**Supply network**

(1 px per um) Pins as bars on the die edge.
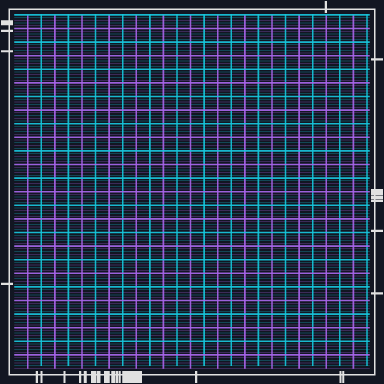
**Routed clock nets over the placement**

(1 px per um)
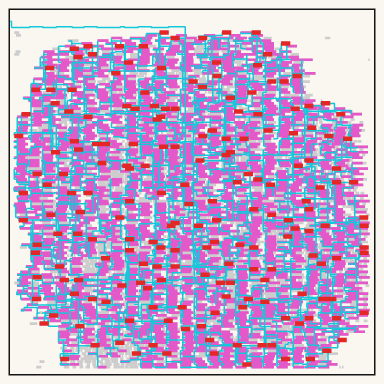
**Signal wires by layer**

(1 px per um)
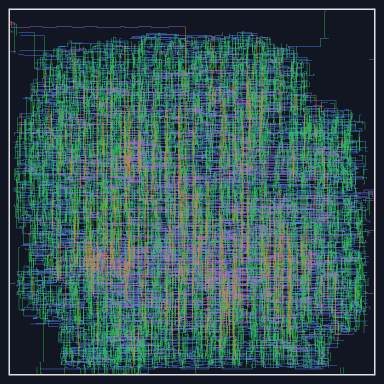
===== config.mk =====
export PLATFORM = sky130hd
export DESIGN_NAME = pkt_slot_fifo
export DESIGN_NICKNAME = d
export VERILOG_FILES = /design/src/rtl/pkt_slot_fifo_pkg.sv /design/src/rtl/pkt_slot_ram.sv /design/src/rtl/pkt_slot_fifo.sv
export SDC_FILE = /design/constraint.sdc
export NUM_CORES = 2
export LEC_CHECK = 0
export CAP_MARGIN = 20
export CORE_MARGIN = 4
export CORE_UTILIZATION = 65
export DETAILED_ROUTE_END_ITERATION = 6
export PLACE_DENSITY = 0.83
export SLEW_MARGIN = 20
export SYNTH_ARGS = -nofsm -noshare
export SYNTH_HDL_FRONTEND = slang
export SYNTH_HIERARCHICAL = 1
export SYNTH_SLANG_ARGS = --single-unit

===== constraint.sdc =====
create_clock -name clock_i -period 7.97 [get_ports clock_i]
set_input_delay 0.797 -clock clock_i [delete_from_list [all_inputs] [get_ports clock_i]]
set_output_delay 0.797 -clock clock_i [all_outputs]
set_load 0.01 [all_outputs]

===== src/rtl/pkt_slot_fifo_pkg.sv =====
// ============================================================================
// Module   : pkt_slot_fifo_pkg
// Brief    : Shared FSM state types, error bit positions and width helper.
// Revision : 1.0
// ============================================================================
`default_nettype none

package pkt_slot_fifo_pkg;

    typedef enum logic [0:0] {
        W_CLOSED = 1'b0,
        W_OPEN   = 1'b1
    } wr_state_t;

    typedef enum logic [0:0] {
        R_IDLE = 1'b0,
        R_HOLD = 1'b1
    } rd_state_t;

    localparam int ERR_OVF = 0;
    localparam int ERR_UNF = 1;
    localparam int ERR_IDX = 2;

    // Width able to hold a packet length from 0 to max_len inclusive.
    function automatic int len_w(input int max_len);
        return $clog2(max_len + 1);
    endfunction

endpackage

`default_nettype wire


===== src/rtl/pkt_slot_ram.sv =====
// ============================================================================
// Module   : pkt_slot_ram
// Brief    : Simple dual-port RAM, one write port, one synchronous read port.
// Revision : 1.0
// ============================================================================
`default_nettype none

module pkt_slot_ram #(
    parameter int DATA_W = 8,
    parameter int ADDR_W = 8
) (
    input  logic              clock_i,
    input  logic              we_i,
    input  logic [ADDR_W-1:0] waddr_i,
    input  logic [DATA_W-1:0] wdata_i,
    input  logic [ADDR_W-1:0] raddr_i,
    output logic [DATA_W-1:0] rdata_o
);

    localparam int DEPTH = 2 ** ADDR_W;

    logic [DATA_W-1:0] mem_q [DEPTH];
    logic [DATA_W-1:0] rdata_q;

    always_ff @(posedge clock_i) begin
        if (we_i) begin
            mem_q[waddr_i] <= wdata_i;
        end
        rdata_q <= mem_q[raddr_i];
    end

    assign rdata_o = rdata_q;

endmodule

`default_nettype wire


===== src/rtl/pkt_slot_fifo.sv =====
// ============================================================================
// Module   : pkt_slot_fifo
// Brief    : Multi-slot packet buffer, random-index write/read, FIFO packet
//            order. Define PKT_SLOT_FIFO_ERR_EN to enable sticky err_flags_o.
// Revision : 1.0
// ============================================================================
`default_nettype none

module pkt_slot_fifo
    import pkt_slot_fifo_pkg::*;
#(
    parameter  int DATA_W    = 8,
    parameter  int MAX_LEN   = 64,
    parameter  int NUM_SLOTS = 4,
    localparam int LEN_W     = len_w(MAX_LEN),
    localparam int IDX_W     = $clog2(MAX_LEN),
    localparam int CNT_W     = $clog2(NUM_SLOTS + 1)
) (
    input  logic              clock_i,
    input  logic              reset_i,
    input  logic              wr_next_i,
    input  logic              wr_en_i,
    input  logic [IDX_W-1:0]  wr_idx_i,
    input  logic [DATA_W-1:0] wr_data_i,
    output logic              wr_open_o,
    output logic [LEN_W-1:0]  wr_len_o,
    input  logic              rd_next_i,
    input  logic [IDX_W-1:0]  rd_idx_i,
    output logic              rd_valid_o,
    output logic [LEN_W-1:0]  rd_len_o,
    output logic [DATA_W-1:0] rd_data_o,
    output logic [CNT_W-1:0]  pkt_count_o,
    output logic [2:0]        err_flags_o
);

    localparam int SLOT_W = $clog2(NUM_SLOTS);

    wr_state_t         wr_state_q, wr_state_d;
    rd_state_t         rd_state_q, rd_state_d;
    logic [SLOT_W-1:0] wr_ptr_q, wr_ptr_d;
    logic [SLOT_W-1:0] rd_ptr_q, rd_ptr_d;
    logic [SLOT_W-1:0] hold_ptr_q, hold_ptr_d;
    logic [LEN_W-1:0]  wr_len_q, wr_len_d;
    logic [LEN_W-1:0]  rd_len_q, rd_len_d;
    logic [CNT_W-1:0]  cnt_q, cnt_d;
    logic              rd_gate_q, rd_gate_d;
    logic [LEN_W-1:0]  len_tbl_q [NUM_SLOTS];

    logic              commit, pop, open_ok, wr_ok, held_after;
    logic [LEN_W-1:0]  wr_idx_ext, rd_idx_ext, wr_len_upd;
    logic [CNT_W:0]    cnt_sum, occ_after;
    logic [DATA_W-1:0] ram_rdata;

    always_comb begin
        wr_idx_ext = LEN_W'(wr_idx_i);
        rd_idx_ext = LEN_W'(rd_idx_i);
        wr_ok      = (wr_state_q == W_OPEN) && wr_en_i && (wr_idx_ext < LEN_W'(MAX_LEN));
        wr_len_upd = (wr_ok && ((wr_idx_ext + LEN_W'(1)) > wr_len_q))
                   ? (wr_idx_ext + LEN_W'(1)) : wr_len_q;
        commit     = wr_next_i && (wr_state_q == W_OPEN);
        // A commit this cycle is never visible to a same-cycle pop.
        pop        = rd_next_i && (cnt_q != '0);
        held_after = pop || (!rd_next_i && (rd_state_q == R_HOLD));
        cnt_sum    = (CNT_W+1)'(cnt_q) + (CNT_W+1)'(commit) - (CNT_W+1)'(pop);
        occ_after  = cnt_sum + (CNT_W+1)'(held_after);
        open_ok    = occ_after < (CNT_W+1)'(NUM_SLOTS);

        cnt_d      = (cnt_sum > (CNT_W+1)'(NUM_SLOTS)) ? CNT_W'(NUM_SLOTS) : cnt_sum[CNT_W-1:0];

        wr_state_d = wr_state_q;
        wr_ptr_d   = wr_ptr_q + SLOT_W'(commit);
        wr_len_d   = wr_len_upd;
        if (wr_next_i) begin
            wr_len_d   = '0;
            wr_state_d = open_ok ? W_OPEN : W_CLOSED;
        end

        rd_state_d = rd_state_q;
        rd_ptr_d   = rd_ptr_q + SLOT_W'(pop);
        hold_ptr_d = hold_ptr_q;
        rd_len_d   = rd_len_q;
        if (rd_next_i) begin
            if (pop) begin
                rd_state_d = R_HOLD;
                hold_ptr_d = rd_ptr_q;
                rd_len_d   = len_tbl_q[rd_ptr_q];
            end else begin
                rd_state_d = R_IDLE;
                rd_len_d   = '0;
            end
        end

        rd_gate_d = (rd_state_q == R_HOLD) && (rd_idx_ext < rd_len_q);
    end

    always_ff @(posedge clock_i or posedge reset_i) begin
        if (reset_i) begin
            wr_state_q <= W_CLOSED;
            rd_state_q <= R_IDLE;
            wr_ptr_q   <= '0;
            rd_ptr_q   <= '0;
            hold_ptr_q <= '0;
            wr_len_q   <= '0;
            rd_len_q   <= '0;
            cnt_q      <= '0;
            rd_gate_q  <= 1'b0;
        end else begin
            wr_state_q <= wr_state_d;
            rd_state_q <= rd_state_d;
            wr_ptr_q   <= wr_ptr_d;
            rd_ptr_q   <= rd_ptr_d;
            hold_ptr_q <= hold_ptr_d;
            wr_len_q   <= wr_len_d;
            rd_len_q   <= rd_len_d;
            cnt_q      <= cnt_d;
            rd_gate_q  <= rd_gate_d;
        end
    end

    // The commit captures the length including any same-cycle write.
    always_ff @(posedge clock_i) begin
        if (commit) begin
            len_tbl_q[wr_ptr_q] <= wr_len_upd;
        end
    end

    pkt_slot_ram #(
        .DATA_W (DATA_W),
        .ADDR_W (SLOT_W + IDX_W)
    ) u_ram (
        .clock_i (clock_i),
        .we_i    (wr_ok),
        .waddr_i ({wr_ptr_q, wr_idx_i}),
        .wdata_i (wr_data_i),
        .raddr_i ({hold_ptr_q, rd_idx_i}),
        .rdata_o (ram_rdata)
    );

    assign wr_open_o   = (wr_state_q == W_OPEN);
    assign wr_len_o    = wr_len_q;
    assign rd_valid_o  = (rd_state_q == R_HOLD);
    assign rd_len_o    = rd_len_q;
    assign rd_data_o   = rd_gate_q ? ram_rdata : '0;
    assign pkt_count_o = cnt_q;

`ifdef PKT_SLOT_FIFO_ERR_EN
    logic [2:0] err_q, err_d;

    always_comb begin
        err_d = err_q;
        if (wr_next_i && !open_ok) err_d[ERR_OVF] = 1'b1;
        if (rd_next_i && !pop)     err_d[ERR_UNF] = 1'b1;
        if (wr_en_i && !wr_ok)     err_d[ERR_IDX] = 1'b1;
    end

    always_ff @(posedge clock_i or posedge reset_i) begin
        if (reset_i) begin
            err_q <= 3'b000;
        end else begin
            err_q <= err_d;
        end
    end

    assign err_flags_o = err_q;
`else
    assign err_flags_o = 3'b000;
`endif

endmodule

`default_nettype wire


==> results.json <==
{
  "cts_resized": 0,
  "cp.arrival_ns": 5.03,
  "syn2layout_area_growth_pct": 9.46,
  "synth-async-reset-ratio": 0.0123,
  "warning_count": 40,
  "postCtsSetupRepairBufs": 0,
  "setup_viol_count_final": 0,
  "viasPerCell": 7.44,
  "syn_avg_cell_area_um2": 20.9,
  "layout_setup_ws_ns": 3.59,
  "drv_cap": 0,
  "reg2reg_slack_ns": 4.01,
  "worstSetupPathType": "input pin to flip-flop",
  "path_max_fanout": 97,
  "startpoint_type": "input pin",
  "yosysCellCount": 3948,
  "flop_cell": "edfxtp_1",
  "h-tree-depth": 4,
  "grt_pass1_wl_um": 308000,
  "final_hold_viol_count": 0,
  "hold_path_class": "input pin to asynchronous set/reset pin",
  "final_area_mm2": 0.0901,
  "drt_drc_violations_left": 4,
  "hold_slack_ns": 0.398,
  "violations": "design-rule violations",
  "yosys_warnings": 6,
  "cts_buffer_depth": 3,
  "ys_chip_area_mm2": 0.0823,
  "drt_iter0_drc": 8369,
  "clock.fmax_mhz": 228,
  "ys_top_cells_by_count": "edfxtp_1, mux4_2, nor2_1",
  "finalCritPeriodShare": 0.549,
  "clock_sinks": 2110,
  "setup_tns_ns": 0,
  "rr_endpoint": "u_ram/mem_q[136][3]",
  "slew_headroom": 0.218,
  "total_power_mw": 23.3,
  "rr_worst_depth": 4,
  "clockRootBuffer": "clkbuf_16",
  "top_cell_area_share": 0.757,
  "dr.pass1.iters": 7,
  "outcome": "finished, violations left",
  "fp.dieW_um": 364,
  "edf_count": 2076
}
-- 'supply network' (at the start) --
net	color
VSS	purple
VDD	cyan
met4 straps	26
met5 straps	26
Die Span Y: 364 um
VDD IR max: 245 uV
Core Region: 0.126 mm^2

-- 'routed clock nets over the placement' (at the start) --
[clock-net drivers] red | count: 193
[flip-flops] magenta | count: 2110
[clock wires] cyan | length: 22.2 mm
routed clock nets	194
clock group power: 8.86 mW
insertion delay at the late pin of the worst-skew pair: 0.82 ns
Layout Skew: 0.0380 ns
clock share of power: 0.380

-- 'signal wires by layer' (at the start) --
layer	color	wire length
M1	blue	70.2 mm
M2	green	98.9 mm
M4	orange	11400 um
M3	purple	30.5 mm
GRT Overall Usage: 0.325
routed wire length per instance: 36.1 um
Routed Wire Length: 211000 um
Vias: 43500

flip-flops by register name, summed over array words and instances, names as in the netlist:
signal,flops
u_ram/rdata_o,8
wr_len_o,7
rd_gate_q,1
u_ram/mem_q,2048
rd_len_o,7
wr_open_o,1
len_tbl_q,28
wr_ptr_q,2
rd_valid_o,1
pkt_count_o,3
hold_ptr_q,2
rd_ptr_q,2
critical path, stage by stage:
cell     delay [ns]
buf_8          0.53
buf_12         0.69
buf_12         0.64
mux2i_1        0.30
o22ai_1        0.10
o21ai_0        0.62
nand3_1        0.20
nor4_1         0.73
nor4_1         0.16
cells in the final DEF, fill, tap and decap left out, types with 7 or more instances in the layout:
| master | instances |
|---|---|
| nor4_2 | 9 |
| o22ai_1 | 28 |
| o221ai_1 | 46 |
| nor2_1 | 286 |
| clkinv_1 | 53 |
| bufinv_16 | 10 |
| a221oi_1 | 13 |
| inv_6 | 9 |
| clkbuf_8 | 9 |
| nor4_1 | 19 |
| o211ai_1 | 10 |
| mux2i_1 | 140 |
| clkbuf_1 | 55 |
| dfrtp_1 | 26 |
| buf_4 | 60 |
| edfxtp_1 | 2076 |
| and2_1 | 15 |
| a21oi_1 | 102 |
| a211oi_1 | 17 |
| clkbuf_16 | 196 |
| nor2b_1 | 28 |
| clkdlybuf4s50_1 | 38 |
| o21ai_0 | 13 |
| nand2b_1 | 11 |
| nand2_1 | 48 |
| nand3_1 | 38 |
| a22o_1 | 15 |
| ha_1 | 19 |
| mux4_2 | 461 |
| dfxtp_1 | 8 |
| inv_1 | 23 |
| mux2_2 | 7 |
| a22oi_1 | 133 |
| buf_12 | 9 |
| nor3_1 | 24 |
| clkinv_2 | 27 |
| nand4_1 | 11 |
worst max path at each step:
stage | end | from | slack [ns]
floorplan | len_tbl_q[0][2] | wr_idx_i[0] | 5.08
global placement | u_ram/rdata_o[3] | rd_idx_i[0] | 3.07
global route | u_ram/rdata_o[7] | rd_idx_i[0] | 3.37
finish | u_ram/rdata_o[7] | rd_idx_i[0] | 3.59
detailed placement | u_ram/rdata_o[7] | rd_idx_i[0] | 3.05
CTS | u_ram/rdata_o[1] | rd_idx_i[0] | 3.79
logic make-up (layout without fill, tap and decap cells):
kind of cell	count (synthesis)	in the layout	synth area share
DFF	2110	2110	0.767
buffers and inverters	266	503	0.0195
and+or+nand+nor	521	521	0.0288
other	1	8	0.0000455
xor gates and xnor gates	6	6	0.000638
AOI/OAI and AO/OA	410	410	0.0355
muxes	614	614	0.145
adders and majority gates	20	20	0.00313
area by class of cell:
type | count | area share
sequential | 2110 | 0.701
multi-input combinational | 1574 | 0.196
clock buffer | 252 | 0.0569
tap | 1650 | 0.0229
antenna | 5 | 0.000139
clock inverter | 104 | 0.00884
timing repair buffer | 121 | 0.0131
inverter | 26 | 0.00108
where the power goes:
group	switching (mW)	total, mW	internal [mW]
logic	1.31	2.00	0.686
registers	0.140	12.4	12.3
clock network	4.01	8.86	4.85
total	5.46	23.3	17.8
metal layers:
layer | up-vias | share of wire | GRT usage
met3 | 729 | 0.14 | 0.0873
met4 | 0 | 0.054 | 0.150
li1 | 16600 | - | -
met2 | 4020 | 0.47 | 0.493
met5 | - | 0 | 0
met1 | 22100 | 0.33 | 0.453
Power and IR drop assume default switching activity.
